[src/rtl/vending_machine_change.sv]
// Coin-operated vend controller: accumulates nickel/dime/quarter credit against PRICE,
// strobes `open` for OPEN_CYCLES cycles, then pays overpayment back as nickel pulses.
module vending_machine_change #(
    parameter int unsigned PRICE       = 15,
    parameter int unsigned NICKEL_VAL  = 5,
    parameter int unsigned DIME_VAL    = 10,
    parameter int unsigned QUARTER_VAL = 25,
    parameter int unsigned CREDIT_W    = 6,
    parameter int unsigned OPEN_CYCLES = 1
) (
    input  logic                clk,
    input  logic                reset,
    input  logic                nickel,
    input  logic                dime,
    input  logic                quarter,
    input  logic                cancel,
    output logic                open,
    output logic                change_nickel,
    output logic                coin_reject,
    output logic [CREDIT_W-1:0] credit,
    output logic                busy
);

    localparam logic [1:0] ST_COLLECT = 2'd0;
    localparam logic [1:0] ST_VEND    = 2'd1;
    localparam logic [1:0] ST_CHANGE  = 2'd2;

    localparam int unsigned OC_W = (OPEN_CYCLES > 1) ? $clog2(OPEN_CYCLES) : 1;

    localparam logic [CREDIT_W:0]   PRICE_W   = (CREDIT_W+1)'(PRICE);
    localparam logic [CREDIT_W-1:0] NICKEL_W  = CREDIT_W'(NICKEL_VAL);
    localparam logic [CREDIT_W-1:0] DIME_W    = CREDIT_W'(DIME_VAL);
    localparam logic [CREDIT_W-1:0] QUARTER_W = CREDIT_W'(QUARTER_VAL);
    localparam logic [OC_W-1:0]     OPEN_LAST = OC_W'(OPEN_CYCLES - 1);

    logic                nickel_r, dime_r, quarter_r, cancel_r;
    logic [1:0]          state_r, state_s;
    logic [CREDIT_W-1:0] credit_r, credit_s;
    logic [CREDIT_W-1:0] change_r, change_s;
    logic [OC_W-1:0]     cnt_r, cnt_s;
    logic                open_r, open_s;
    logic                chg_r, chg_s;
    logic                rej_r, rej_s;
    logic                busy_r, busy_s;

    logic [CREDIT_W-1:0] coin_val_s;
    logic [CREDIT_W:0]   sum_s;
    logic                any_coin_s;
    logic                multi_coin_s;

    // Input stage: every coin/cancel pulse is registered before the FSM looks at it.
    always_ff @(posedge clk or posedge reset) begin
        if (reset) begin
            nickel_r  <= 1'b0;
            dime_r    <= 1'b0;
            quarter_r <= 1'b0;
            cancel_r  <= 1'b0;
        end else begin
            nickel_r  <= nickel;
            dime_r    <= dime;
            quarter_r <= quarter;
            cancel_r  <= cancel;
        end
    end

    // Coin selection and credit sum; quarter wins over dime wins over nickel.
    always_comb begin
        coin_val_s   = {CREDIT_W{1'b0}};
        any_coin_s   = nickel_r | dime_r | quarter_r;
        multi_coin_s = (quarter_r & dime_r) | (quarter_r & nickel_r) | (dime_r & nickel_r);
        if (quarter_r) begin
            coin_val_s = QUARTER_W;
        end else if (dime_r) begin
            coin_val_s = DIME_W;
        end else if (nickel_r) begin
            coin_val_s = NICKEL_W;
        end else begin
            coin_val_s = {CREDIT_W{1'b0}};
        end
        sum_s = {1'b0, credit_r} + {1'b0, coin_val_s};
    end

    // Next-state and next-output logic; outputs are registered from these values.
    always_comb begin
        state_s  = state_r;
        credit_s = credit_r;
        change_s = change_r;
        cnt_s    = cnt_r;
        open_s   = 1'b0;
        chg_s    = 1'b0;
        rej_s    = 1'b0;
        case (state_r)
            ST_COLLECT: begin
                if (cancel_r && (credit_r != {CREDIT_W{1'b0}})) begin
                    change_s = credit_r;
                    credit_s = {CREDIT_W{1'b0}};
                    state_s  = ST_CHANGE;
                    chg_s    = 1'b1;
                    rej_s    = any_coin_s;
                end else if (any_coin_s) begin
                    rej_s = multi_coin_s;
                    if (sum_s >= PRICE_W) begin
                        credit_s = {CREDIT_W{1'b0}};
                        change_s = CREDIT_W'(sum_s - PRICE_W);
                        cnt_s    = {OC_W{1'b0}};
                        open_s   = 1'b1;
                        state_s  = ST_VEND;
                    end else begin
                        credit_s = sum_s[CREDIT_W-1:0];
                    end
                end else begin
                    state_s = ST_COLLECT;
                end
            end
            ST_VEND: begin
                rej_s = any_coin_s;
                if (cnt_r == OPEN_LAST) begin
                    if (change_r != {CREDIT_W{1'b0}}) begin
                        state_s = ST_CHANGE;
                        chg_s   = 1'b1;
                    end else begin
                        state_s = ST_COLLECT;
                    end
                end else begin
                    cnt_s  = cnt_r + {{(OC_W-1){1'b0}}, 1'b1};
                    open_s = 1'b1;
                end
            end
            ST_CHANGE: begin
                // change_nickel is already high for the pulse being paid this cycle.
                rej_s = any_coin_s;
                if (change_r <= NICKEL_W) begin
                    change_s = {CREDIT_W{1'b0}};
                    state_s  = ST_COLLECT;
                end else begin
                    change_s = change_r - NICKEL_W;
                    chg_s    = 1'b1;
                end
            end
            default: begin
                state_s  = ST_COLLECT;
                change_s = {CREDIT_W{1'b0}};
                cnt_s    = {OC_W{1'b0}};
            end
        endcase
        busy_s = (state_s != ST_COLLECT);
    end

    // State, datapath and registered outputs.
    always_ff @(posedge clk or posedge reset) begin
        if (reset) begin
            state_r  <= ST_COLLECT;
            credit_r <= {CREDIT_W{1'b0}};
            change_r <= {CREDIT_W{1'b0}};
            cnt_r    <= {OC_W{1'b0}};
            open_r   <= 1'b0;
            chg_r    <= 1'b0;
            rej_r    <= 1'b0;
            busy_r   <= 1'b0;
        end else begin
            state_r  <= state_s;
            credit_r <= credit_s;
            change_r <= change_s;
            cnt_r    <= cnt_s;
            open_r   <= open_s;
            chg_r    <= chg_s;
            rej_r    <= rej_s;
            busy_r   <= busy_s;
        end
    end

    assign open          = open_r;
    assign change_nickel = chg_r;
    assign coin_reject   = rej_r;
    assign credit        = credit_r;
    assign busy          = busy_r;

endmodule

[config.mk]
export PLATFORM = sky130hd
export DESIGN_NAME = vending_machine_change
export DESIGN_NICKNAME = d
export VERILOG_FILES = /design/src/rtl/vending_machine_change.sv
export SDC_FILE = /design/constraint.sdc
export NUM_CORES = 1
export LEC_CHECK = 0
export CAP_MARGIN = 25
export CORE_ASPECT_RATIO = 1.75
export CORE_MARGIN = 1
export CORE_UTILIZATION = 59
export CTS_BUF_LIST = sky130_fd_sc_hd__clkbuf_4 sky130_fd_sc_hd__clkbuf_8
export DETAILED_ROUTE_END_ITERATION = 8
export GPL_TIMING_DRIVEN = 0
export HOLD_SLACK_MARGIN = 0.12
export PLACE_DENSITY = 0.82
export REMOVE_ABC_BUFFERS = 1
export SLEW_MARGIN = 10
export SYNTH_ARGS = -nofsm -noshare
export SYNTH_HDL_FRONTEND = slang
export SYNTH_SLANG_ARGS = --single-unit
[constraint.sdc]
create_clock -name clk -period 3.25 [get_ports clk]
set_clock_uncertainty 0.15 [all_clocks]
set_input_delay 0.4875 -clock clk [delete_from_list [all_inputs] [get_ports clk]]
set_output_delay 0.4875 -clock clk [all_outputs]
set_load 0.03 [all_outputs]
Fig. 1: run 1, metal 1
Supply wires on this layer in gray.
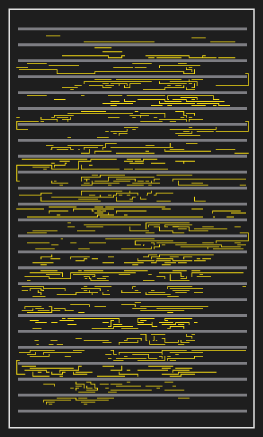
nets with wire on the layer: 191
wire length on this layer: 1460 um

Fig. 2: run 1, met2 routing
Bar = 10 um.
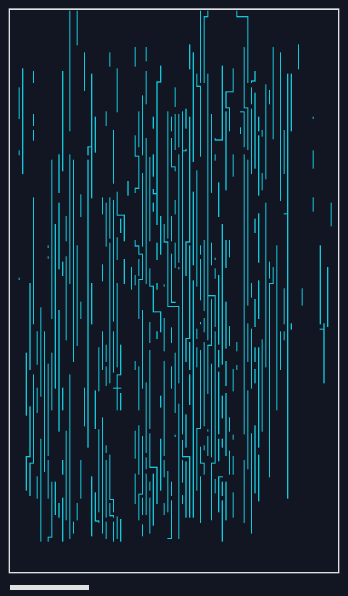
longest straight run: 53.7 um
nets with wire on the layer: 178
routing usage on met2: 50.17%
Routed WL: 3.719 mm
via count of the routed design: 1392

Fig. 3: run 1, wires at chosen ports, followed through buffers
Bar = 10 um.
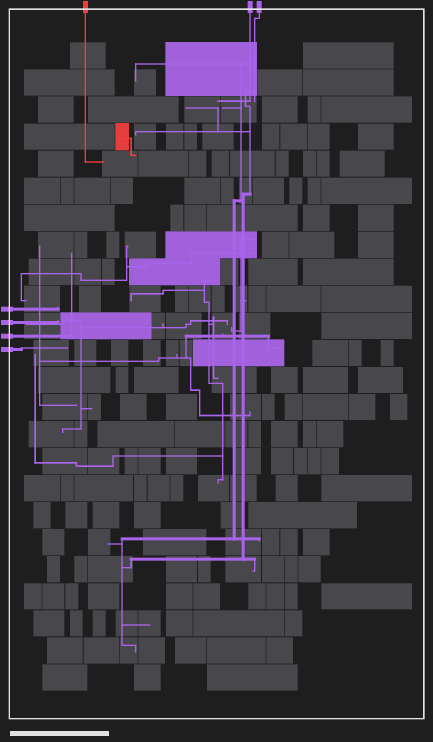
legend:
  red:
    port: `reset`
    bits: 1
    direction: input
    end_cells: 1
    buffers: 1
    wire: 20.3 um
  purple:
    port: `credit`
    bits: 6
    direction: output
    end_cells: 6
    buffers: 6
    wire: 440 um

[run 1: worst max-delay path: cells and delay by family, from the launching register on]
family                     cells  cell delay [ns]
muxes                          1             0.32
AOI/OAI and AO/OA              3             0.74
and+or+nand+nor                2             0.27
adders and majority gates      3             0.91
DFF                            1             0.42
buffers and inverters          3             0.20
[run 1: area by class of cell]
class | instances | area (um^2) | area share [%]
clock buffers | 3 | 41.29 | 2.218
repair buffers | 15 | 150.1 | 8.064
clock inverters | 1 | 30.03 | 1.613
inverters | 14 | 52.55 | 2.823
flip-flops and latches | 22 | 550.5 | 29.57
well taps | 26 | 32.53 | 1.747
multi-input cells | 136 | 1005 | 53.96
[run 1: routing by layer]
metal	track usage (%)	up-vias
li1	-	669
met1	32.18	672
met2	50.17	41
met3	3.023	10
met4	15.41	0
met5	0	-
==> run_summary.xml, run 1 <==
<?xml version="1.0" encoding="UTF-8"?>
<metrics>
  <group name="cells_and_area">
    <metric name="num-fill-cells" unit="">178</metric>
    <metric name="mostFrequentLayoutCells" unit="">22 x sky130_fd_sc_hd__dfrtp_1, 15 x sky130_fd_sc_hd__nand2_1, 15 x sky130_fd_sc_hd__nor2_1, 15 x sky130_fd_sc_hd__clkdlybuf4s50_1, 14 x sky130_fd_sc_hd__inv_1</metric>
    <metric name="fin_nets" unit="">212</metric>
    <metric name="layout-drive-gt1-share" unit="%">8.901</metric>
  </group>
  <group name="global_route">
    <metric name="grt_overflow_total" unit="">0</metric>
    <metric name="grt_util_all_layers" unit="%">28.18</metric>
  </group>
  <group name="synthesis">
    <metric name="yosysChipArea" unit="um^2">1615</metric>
    <metric name="synthesis.area" unit="um^2">1615</metric>
    <metric name="edf_count" unit="">0</metric>
    <metric name="synth.mux.area_fraction" unit="%">2.169</metric>
    <metric name="post_synth_inst_count" unit="">174</metric>
    <metric name="synth_top_area_share" unit="%">34.08</metric>
    <metric name="share_of_flip_flops_with_an_asynchronous_set_or_reset" unit="%">100.0</metric>
    <metric name="yosys_cells" unit="">174</metric>
    <metric name="area_leaders" unit="">sky130_fd_sc_hd__dfrtp_1 34%, sky130_fd_sc_hd__ha_1 10%, sky130_fd_sc_hd__nand2_1 3.5%, sky130_fd_sc_hd__nor2_1 3.5%, sky130_fd_sc_hd__inv_1 3.3%</metric>
    <metric name="ys_dominant_reg_cell" unit="">sky130_fd_sc_hd__dfrtp_1</metric>
    <metric name="synthTopLogicFamily" unit="">AND-OR/OR-AND gates</metric>
    <metric name="synthDominantAreaCellType" unit="">sky130_fd_sc_hd__dfrtp_1</metric>
    <metric name="netlist_top_cells_count" unit="">22 x sky130_fd_sc_hd__dfrtp_1, 15 x sky130_fd_sc_hd__nand2_1, 15 x sky130_fd_sc_hd__nor2_1</metric>
  </group>
  <group name="min_path">
    <metric name="hold_end" unit="">change_r[5]$_DFFE_PP0P_</metric>
    <metric name="hold_class" unit="">flip-flop to flip-flop</metric>
  </group>
  <group name="status">
    <metric name="run_status" unit="">finished clean</metric>
  </group>
  <group name="timing">
    <metric name="min_period" unit="ns">3.127</metric>
    <metric name="relSlewSlack" unit="%">44.41</metric>
    <metric name="unrepaired_setup_endpoints_after_global_routing" unit="">no</metric>
    <metric name="final-setup-viol-count" unit="">0</metric>
    <metric name="max_freq" unit="MHz">319.8</metric>
    <metric name="tightest_pin_transition" unit="ns">0.8329</metric>
    <metric name="endpoints_failing_hold" unit="">0</metric>
    <metric name="sum_neg_setup_slack" unit="ns">0</metric>
  </group>
  <group name="critical_path">
    <metric name="reg2reg_slack" unit="ns">0.12</metric>
    <metric name="timing.critical_path.slowest_stage_cell" unit="">sky130_fd_sc_hd__fa_1</metric>
    <metric name="rr_startpoint" unit="">dime_r$_DFF_PP0_</metric>
    <metric name="path_max_fanout" unit="">6</metric>
    <metric name="worstSetupStartpointType" unit="">flip-flop</metric>
  </group>
  <group name="floorplan">
    <metric name="rows" unit="">24</metric>
    <metric name="fp.coreArea" unit="um^2">2552</metric>
    <metric name="io-pin-count" unit="">16</metric>
    <metric name="die_height" unit="um">71.22</metric>
    <metric name="die_width" unit="um">41.56</metric>
  </group>
  <group name="clocking">
    <metric name="cts.htree.levels" unit="">1</metric>
    <metric name="cts_hold_buf" unit="">0</metric>
    <metric name="clk_latency_worst_skew_pair" unit="ns">0.27</metric>
    <metric name="post_cts_resized" unit="">0</metric>
    <metric name="cts_max_path_buffers" unit="">2</metric>
    <metric name="post-cts-setup-buffer-count" unit="">0</metric>
  </group>
  <group name="route">
    <metric name="met2_wirelength" unit="mm">1.992</metric>
    <metric name="m1WireLength" unit="mm">1.460</metric>
    <metric name="final_antenna_net_count" unit="">0</metric>
    <metric name="drc" unit="">0</metric>
    <metric name="drt_first_pass_iters" unit="">4</metric>
    <metric name="via_per_inst" unit="">6.415</metric>
  </group>
  <group name="flow_run">
    <metric name="stage_log_warnings" unit="">30</metric>
    <metric name="max_cap_violations" unit="">0</metric>
  </group>
  <group name="placement">
    <metric name="post_dp_cell_area" unit="um^2">1790</metric>
    <metric name="gp_routability_congestion" unit="">0.8563</metric>
    <metric name="hpwl_after_dpl" unit="mm">2.847</metric>
    <metric name="port_buffers" unit="">15</metric>
  </group>
  <group name="power_and_ir_drop">
    <metric name="finalPower" unit="mW">1.743</metric>
    <metric name="internal_power" unit="mW">0.9598</metric>
    <metric name="switching_power" unit="mW">0.7829</metric>
    <metric name="top_contributor_to_total_power" unit="">combinational cells</metric>
    <metric name="seq_cell_power" unit="mW">0.445</metric>
    <metric name="power.combinational.total" unit="mW">1.04</metric>
    <metric name="seqPwrFrac" unit="%">25.5</metric>
    <metric name="p_sw_share" unit="%">44.92</metric>
    <metric name="leakage" unit="nW">0.8276</metric>
    <metric name="clockNetworkPower" unit="mW">0.260</metric>
    <metric name="power.ir.vdd_worst" unit="uV">561.3</metric>
  </group>
</metrics>
==> run 2: changes to the inputs <==
--- a/config.mk
+++ b/config.mk
@@ -15,6 +15,7 @@
 export HOLD_SLACK_MARGIN = 0.12
 export PLACE_DENSITY = 0.82
 export REMOVE_ABC_BUFFERS = 1
+export SKIP_CTS_REPAIR_TIMING = 1
 export SLEW_MARGIN = 10
 export SYNTH_ARGS = -nofsm -noshare
 export SYNTH_HDL_FRONTEND = slang
Fig. 4: run 2, metal layers overlaid
Two of the layers only.
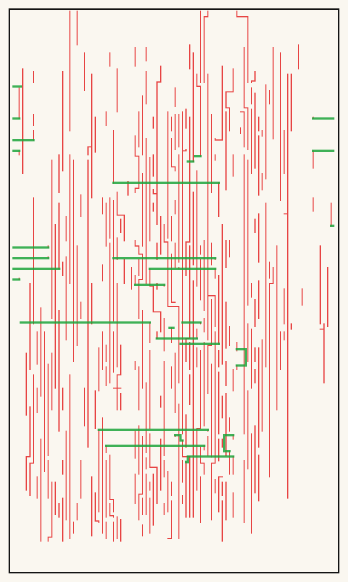
legend:
  green:
    layer: metal 3
    wire_length: 136 um
  red:
    layer: metal 2
    wire_length: 1990 um

==> run_summary.xml, run 2 <==
<?xml version="1.0" encoding="UTF-8"?>
<metrics>
  <group name="status">
    <metric name="run_status" unit="">finished clean</metric>
  </group>
  <group name="placement">
    <metric name="post_dp_cell_area" unit="um^2">1790</metric>
    <metric name="gp_routability_congestion" unit="">0.8563</metric>
    <metric name="port_buffers" unit="">15</metric>
    <metric name="hpwl_after_dpl" unit="mm">2.847</metric>
  </group>
  <group name="cells_and_area">
    <metric name="clock_buffer_cells" unit="">3</metric>
    <metric name="mostFrequentLayoutCells" unit="">22 x sky130_fd_sc_hd__dfrtp_1, 15 x sky130_fd_sc_hd__nand2_1, 15 x sky130_fd_sc_hd__nor2_1, 15 x sky130_fd_sc_hd__clkdlybuf4s50_1, 14 x sky130_fd_sc_hd__inv_1</metric>
    <metric name="clockNetworkAreaShare" unit="%">3.831</metric>
    <metric name="layout-drive-gt1-share" unit="%">8.901</metric>
    <metric name="multiInputGateArea" unit="um^2">1005</metric>
    <metric name="buffer_area_share" unit="%">8.064</metric>
    <metric name="comb-cell-share" unit="%">53.96</metric>
    <metric name="layout.comb_gates.multi_input" unit="">136</metric>
    <metric name="largestClassByArea" unit="">logic gates</metric>
    <metric name="area.share.sequential" unit="%">29.57</metric>
    <metric name="nFlopsAndLatches" unit="">22</metric>
    <metric name="num-fill-cells" unit="">178</metric>
    <metric name="nNonClkBuffers" unit="">15</metric>
    <metric name="sequential_cell_area" unit="um^2">550.5</metric>
  </group>
  <group name="synthesis">
    <metric name="yosysChipArea" unit="um^2">1615</metric>
    <metric name="edf_count" unit="">0</metric>
    <metric name="ys_dominant_reg_cell" unit="">sky130_fd_sc_hd__dfrtp_1</metric>
    <metric name="area_leaders" unit="">sky130_fd_sc_hd__dfrtp_1 34%, sky130_fd_sc_hd__ha_1 10%, sky130_fd_sc_hd__nand2_1 3.5%, sky130_fd_sc_hd__nor2_1 3.5%, sky130_fd_sc_hd__inv_1 3.3%</metric>
    <metric name="share_of_flip_flops_with_an_asynchronous_set_or_reset" unit="%">100.0</metric>
    <metric name="synthDominantAreaCellType" unit="">sky130_fd_sc_hd__dfrtp_1</metric>
    <metric name="synth_top_area_share" unit="%">34.08</metric>
    <metric name="yosys_cells" unit="">174</metric>
    <metric name="netlist_top_cells_count" unit="">22 x sky130_fd_sc_hd__dfrtp_1, 15 x sky130_fd_sc_hd__nand2_1, 15 x sky130_fd_sc_hd__nor2_1</metric>
  </group>
  <group name="timing">
    <metric name="relSlewSlack" unit="%">44.41</metric>
    <metric name="endpoints_failing_hold" unit="">0</metric>
    <metric name="tightest_pin_transition" unit="ns">0.8329</metric>
    <metric name="finalClockPeriodUsage" unit="%">96.23</metric>
    <metric name="final-setup-viol-count" unit="">0</metric>
    <metric name="min_period" unit="ns">3.127</metric>
    <metric name="unrepaired_setup_endpoints_after_global_routing" unit="">no</metric>
    <metric name="max_freq" unit="MHz">319.8</metric>
  </group>
  <group name="global_route">
    <metric name="grt_util_all_layers" unit="%">28.18</metric>
    <metric name="grtUsageMet3" unit="%">3.023</metric>
    <metric name="grtUsageMet2" unit="%">50.17</metric>
    <metric name="grt_overflow_total" unit="">0</metric>
    <metric name="gr-usage-met1" unit="%">32.18</metric>
  </group>
  <group name="floorplan">
    <metric name="die_width" unit="um">41.56</metric>
    <metric name="fp.coreArea" unit="um^2">2552</metric>
    <metric name="tapcell.inserted" unit="">26</metric>
    <metric name="io-pin-count" unit="">16</metric>
    <metric name="die_height" unit="um">71.22</metric>
    <metric name="rows" unit="">24</metric>
  </group>
  <group name="route">
    <metric name="totalWireLength" unit="mm">3.719</metric>
    <metric name="m1WireLength" unit="mm">1.460</metric>
    <metric name="top_layer_used" unit="">met4</metric>
    <metric name="drc" unit="">0</metric>
    <metric name="via_per_inst" unit="">6.415</metric>
    <metric name="final_antenna_net_count" unit="">0</metric>
    <metric name="met2_wirelength" unit="mm">1.992</metric>
  </group>
  <group name="min_path">
    <metric name="hold_class" unit="">flip-flop to flip-flop</metric>
    <metric name="hold_end" unit="">change_r[5]$_DFFE_PP0P_</metric>
  </group>
  <group name="power_and_ir_drop">
    <metric name="power.combinational.total" unit="mW">1.04</metric>
    <metric name="top_contributor_to_total_power" unit="">combinational cells</metric>
    <metric name="internal_power" unit="mW">0.9598</metric>
    <metric name="finalPower" unit="mW">1.743</metric>
    <metric name="power.ir.vdd_worst" unit="uV">561.3</metric>
    <metric name="clockNetworkPower" unit="mW">0.260</metric>
    <metric name="leakage" unit="nW">0.8276</metric>
    <metric name="p_sw_share" unit="%">44.92</metric>
    <metric name="switching_power" unit="mW">0.7829</metric>
    <metric name="seq_cell_power" unit="mW">0.445</metric>
  </group>
  <group name="critical_path">
    <metric name="combined_buffer_and_inverter_count_along_the_critical_path" unit="">3</metric>
    <metric name="cp.depth" unit="">12</metric>
    <metric name="timing.critical_path.slowest_stage_cell" unit="">sky130_fd_sc_hd__fa_1</metric>
    <metric name="path_max_fanout" unit="">6</metric>
    <metric name="worstSetupStartpointType" unit="">flip-flop</metric>
    <metric name="rr_startpoint" unit="">dime_r$_DFF_PP0_</metric>
    <metric name="critical-path-top-delay-family" unit="">adder cells</metric>
  </group>
  <group name="flow_run">
    <metric name="stage_log_warnings" unit="">30</metric>
    <metric name="max_cap_violations" unit="">0</metric>
  </group>
  <group name="clocking">
    <metric name="clk_latency_worst_skew_pair" unit="ns">0.27</metric>
    <metric name="cts.htree.levels" unit="">1</metric>
    <metric name="cts_max_path_buffers" unit="">2</metric>
  </group>
</metrics>
Fig. 5: run 2, metal 1
Supply wires on this layer in gray.
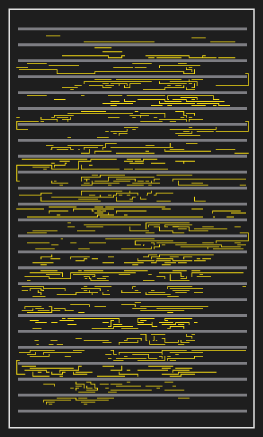
nets with wire on the layer: 191
longest straight run: 17.5 um
main direction: horizontal

-- run 2: cell counts after synthesis --
No cell type changed its count.
-- run 2: logic make-up after synthesis --
kind of cell,count (synthesis),share of synthesized area [%]
buffers and inverters,16,3.718
adder cells (fa/ha/maj),15,11.93
AND/OR/NAND/NOR,66,22.62
AND-OR/OR-AND,47,22.77
multiplexers,3,2.169
XOR/XNOR,5,2.712
flip-flops,22,34.08
-- run 2: tightest hold or removal path: stages, from the launching register on --
cell	delay, ns
sky130_fd_sc_hd__dfrtp_1	0.37
sky130_fd_sc_hd__o21ai_0	0.09
sky130_fd_sc_hd__o31ai_1	0.06
==> run 3: changes to the inputs <==
--- a/config.mk
+++ b/config.mk
@@ -15,8 +15,8 @@
 export HOLD_SLACK_MARGIN = 0.12
 export PLACE_DENSITY = 0.82
 export REMOVE_ABC_BUFFERS = 1
-export SKIP_CTS_REPAIR_TIMING = 1
 export SLEW_MARGIN = 10
 export SYNTH_ARGS = -nofsm -noshare
 export SYNTH_HDL_FRONTEND = slang
 export SYNTH_SLANG_ARGS = --single-unit
+export TNS_END_PERCENT = 30
Fig. 6: run 3, met2 routing
Bar = 10 um.
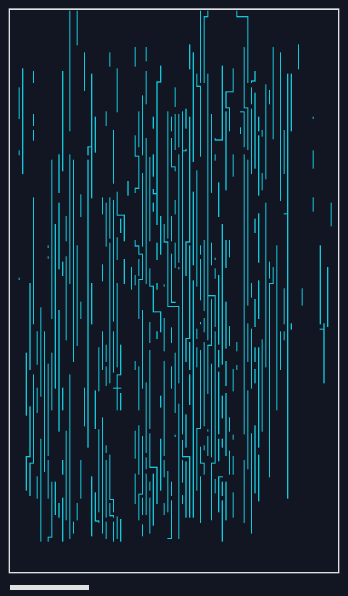
wire length on this layer: 1990 um
longest straight run: 53.7 um
main direction: vertical
share of all routed wire: 54%
nets with wire on the layer: 178

==> run_summary.xml, run 3 <==
<?xml version="1.0" encoding="UTF-8"?>
<metrics>
  <group name="power_and_ir_drop">
    <metric name="finalPower" unit="mW">1.743</metric>
    <metric name="leakage" unit="nW">0.8276</metric>
    <metric name="internal_power" unit="mW">0.9598</metric>
    <metric name="switching_power" unit="mW">0.7829</metric>
    <metric name="power.combinational.total" unit="mW">1.04</metric>
    <metric name="seq_cell_power" unit="mW">0.445</metric>
    <metric name="top_contributor_to_total_power" unit="">combinational cells</metric>
    <metric name="p_sw_share" unit="%">44.92</metric>
    <metric name="clockNetworkPower" unit="mW">0.260</metric>
    <metric name="power_frac_clock" unit="%">14.9</metric>
    <metric name="power.ir.vdd_worst" unit="uV">561.3</metric>
    <metric name="seqPwrFrac" unit="%">25.5</metric>
  </group>
  <group name="flow_run">
    <metric name="max_cap_violations" unit="">0</metric>
    <metric name="stage_log_warnings" unit="">30</metric>
  </group>
  <group name="cells_and_area">
    <metric name="nNonClkInverters" unit="">14</metric>
    <metric name="sequential_cell_area" unit="um^2">550.5</metric>
    <metric name="area_growth_syn_to_layout" unit="%">15.26</metric>
    <metric name="clockNetworkAreaShare" unit="%">3.831</metric>
    <metric name="largestClassByArea" unit="">logic gates</metric>
    <metric name="fin_nets" unit="">212</metric>
    <metric name="multiInputGateArea" unit="um^2">1005</metric>
    <metric name="area.share.sequential" unit="%">29.57</metric>
    <metric name="clock_buffer_cells" unit="">3</metric>
    <metric name="mostFrequentLayoutCells" unit="">22 x sky130_fd_sc_hd__dfrtp_1, 15 x sky130_fd_sc_hd__nand2_1, 15 x sky130_fd_sc_hd__nor2_1, 15 x sky130_fd_sc_hd__clkdlybuf4s50_1, 14 x sky130_fd_sc_hd__inv_1</metric>
    <metric name="nFlopsAndLatches" unit="">22</metric>
    <metric name="layout-drive-gt1-share" unit="%">8.901</metric>
    <metric name="comb-cell-share" unit="%">53.96</metric>
    <metric name="post_layout_nonfiller_instances" unit="">217</metric>
  </group>
  <group name="synthesis">
    <metric name="yosys_cells" unit="">174</metric>
    <metric name="synthesis.area" unit="um^2">1615</metric>
    <metric name="area_leaders" unit="">sky130_fd_sc_hd__dfrtp_1 34%, sky130_fd_sc_hd__ha_1 10%, sky130_fd_sc_hd__nand2_1 3.5%, sky130_fd_sc_hd__nor2_1 3.5%, sky130_fd_sc_hd__inv_1 3.3%</metric>
    <metric name="post_synth_inst_count" unit="">174</metric>
    <metric name="yosysChipArea" unit="um^2">1615</metric>
    <metric name="edf_count" unit="">0</metric>
    <metric name="netlist_top_cells_count" unit="">22 x sky130_fd_sc_hd__dfrtp_1, 15 x sky130_fd_sc_hd__nand2_1, 15 x sky130_fd_sc_hd__nor2_1</metric>
    <metric name="ys_dominant_reg_cell" unit="">sky130_fd_sc_hd__dfrtp_1</metric>
    <metric name="synth_flop_count" unit="">22</metric>
    <metric name="synth_top_area_share" unit="%">34.08</metric>
    <metric name="synthDominantAreaCellType" unit="">sky130_fd_sc_hd__dfrtp_1</metric>
    <metric name="ys_seq_share" unit="%">34.08</metric>
  </group>
  <group name="global_route">
    <metric name="grt_overflow_total" unit="">0</metric>
    <metric name="grt_first_pass_wirelength" unit="mm">6.520</metric>
    <metric name="grt_util_all_layers" unit="%">28.18</metric>
  </group>
  <group name="timing">
    <metric name="finalClockPeriodUsage" unit="%">96.23</metric>
    <metric name="max_freq" unit="MHz">319.8</metric>
    <metric name="unrepaired_setup_endpoints_after_global_routing" unit="">no</metric>
    <metric name="tightest_pin_transition" unit="ns">0.8329</metric>
    <metric name="relSlewSlack" unit="%">44.41</metric>
    <metric name="sum_neg_setup_slack" unit="ns">0</metric>
    <metric name="final-setup-viol-count" unit="">0</metric>
    <metric name="min_period" unit="ns">3.127</metric>
  </group>
  <group name="route">
    <metric name="drt_first_pass_iters" unit="">4</metric>
    <metric name="via_per_inst" unit="">6.415</metric>
    <metric name="drc" unit="">0</metric>
    <metric name="dr_total_vias" unit="">1392</metric>
    <metric name="final_antenna_net_count" unit="">0</metric>
    <metric name="totalWireLength" unit="mm">3.719</metric>
  </group>
  <group name="floorplan">
    <metric name="tapcell.inserted" unit="">26</metric>
    <metric name="die_height" unit="um">71.22</metric>
    <metric name="die_width" unit="um">41.56</metric>
    <metric name="fp.coreArea" unit="um^2">2552</metric>
    <metric name="io-pin-count" unit="">16</metric>
  </group>
  <group name="critical_path">
    <metric name="endpoint_kind" unit="">flip-flop</metric>
    <metric name="worstSetupStartpointType" unit="">flip-flop</metric>
    <metric name="path_max_fanout" unit="">6</metric>
    <metric name="cp.depth" unit="">12</metric>
    <metric name="timing.critical_path.slowest_stage_cell" unit="">sky130_fd_sc_hd__fa_1</metric>
    <metric name="combined_buffer_and_inverter_count_along_the_critical_path" unit="">3</metric>
    <metric name="critical-path-top-delay-family" unit="">adder cells</metric>
    <metric name="rr_startpoint" unit="">dime_r$_DFF_PP0_</metric>
  </group>
  <group name="clocking">
    <metric name="cts_max_path_buffers" unit="">2</metric>
    <metric name="post_cts_resized" unit="">0</metric>
    <metric name="cts_hold_buf" unit="">0</metric>
  </group>
  <group name="placement">
    <metric name="post_dp_cell_area" unit="um^2">1790</metric>
    <metric name="port_buffers" unit="">15</metric>
    <metric name="hpwl_after_dpl" unit="mm">2.847</metric>
    <metric name="gp_routability_congestion" unit="">0.8563</metric>
    <metric name="placed_cells" unit="">213</metric>
  </group>
  <group name="status">
    <metric name="run_status" unit="">finished clean</metric>
  </group>
  <group name="min_path">
    <metric name="hold_class" unit="">flip-flop to flip-flop</metric>
    <metric name="hold_end" unit="">change_r[5]$_DFFE_PP0P_</metric>
  </group>
</metrics>
Fig. 7: run 3, metal 1
Supply wires on this layer in gray.
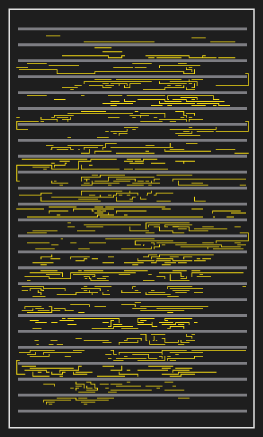
main direction: horizontal
share of all routed wire: 39%
global-route track usage on met1: 32.18%

-- run 3: cell counts after synthesis --
No cell type changed its count.
-- run 3: cell families after synthesis --
group,synth area share (%)
adder cells (fa/ha/maj),11.93
multiplexers,2.169
XOR/XNOR,2.712
AND-OR/OR-AND,22.77
flip-flops,34.08
AND/OR/NAND/NOR,22.62
buffers and inverters,3.718
-- run 3: per-layer routing --
metal / global-route usage [%] / share of wire (%) / up-vias
met2: 50.17 / 54 / 41
met1: 32.18 / 39 / 672
li1: - / - / 669
met4: 15.41 / 3.5 / 0
met5: 0 / 0 / -
met3: 3.023 / 3.7 / 10
No activity file was given, so power comes from the tool's default toggle rates.
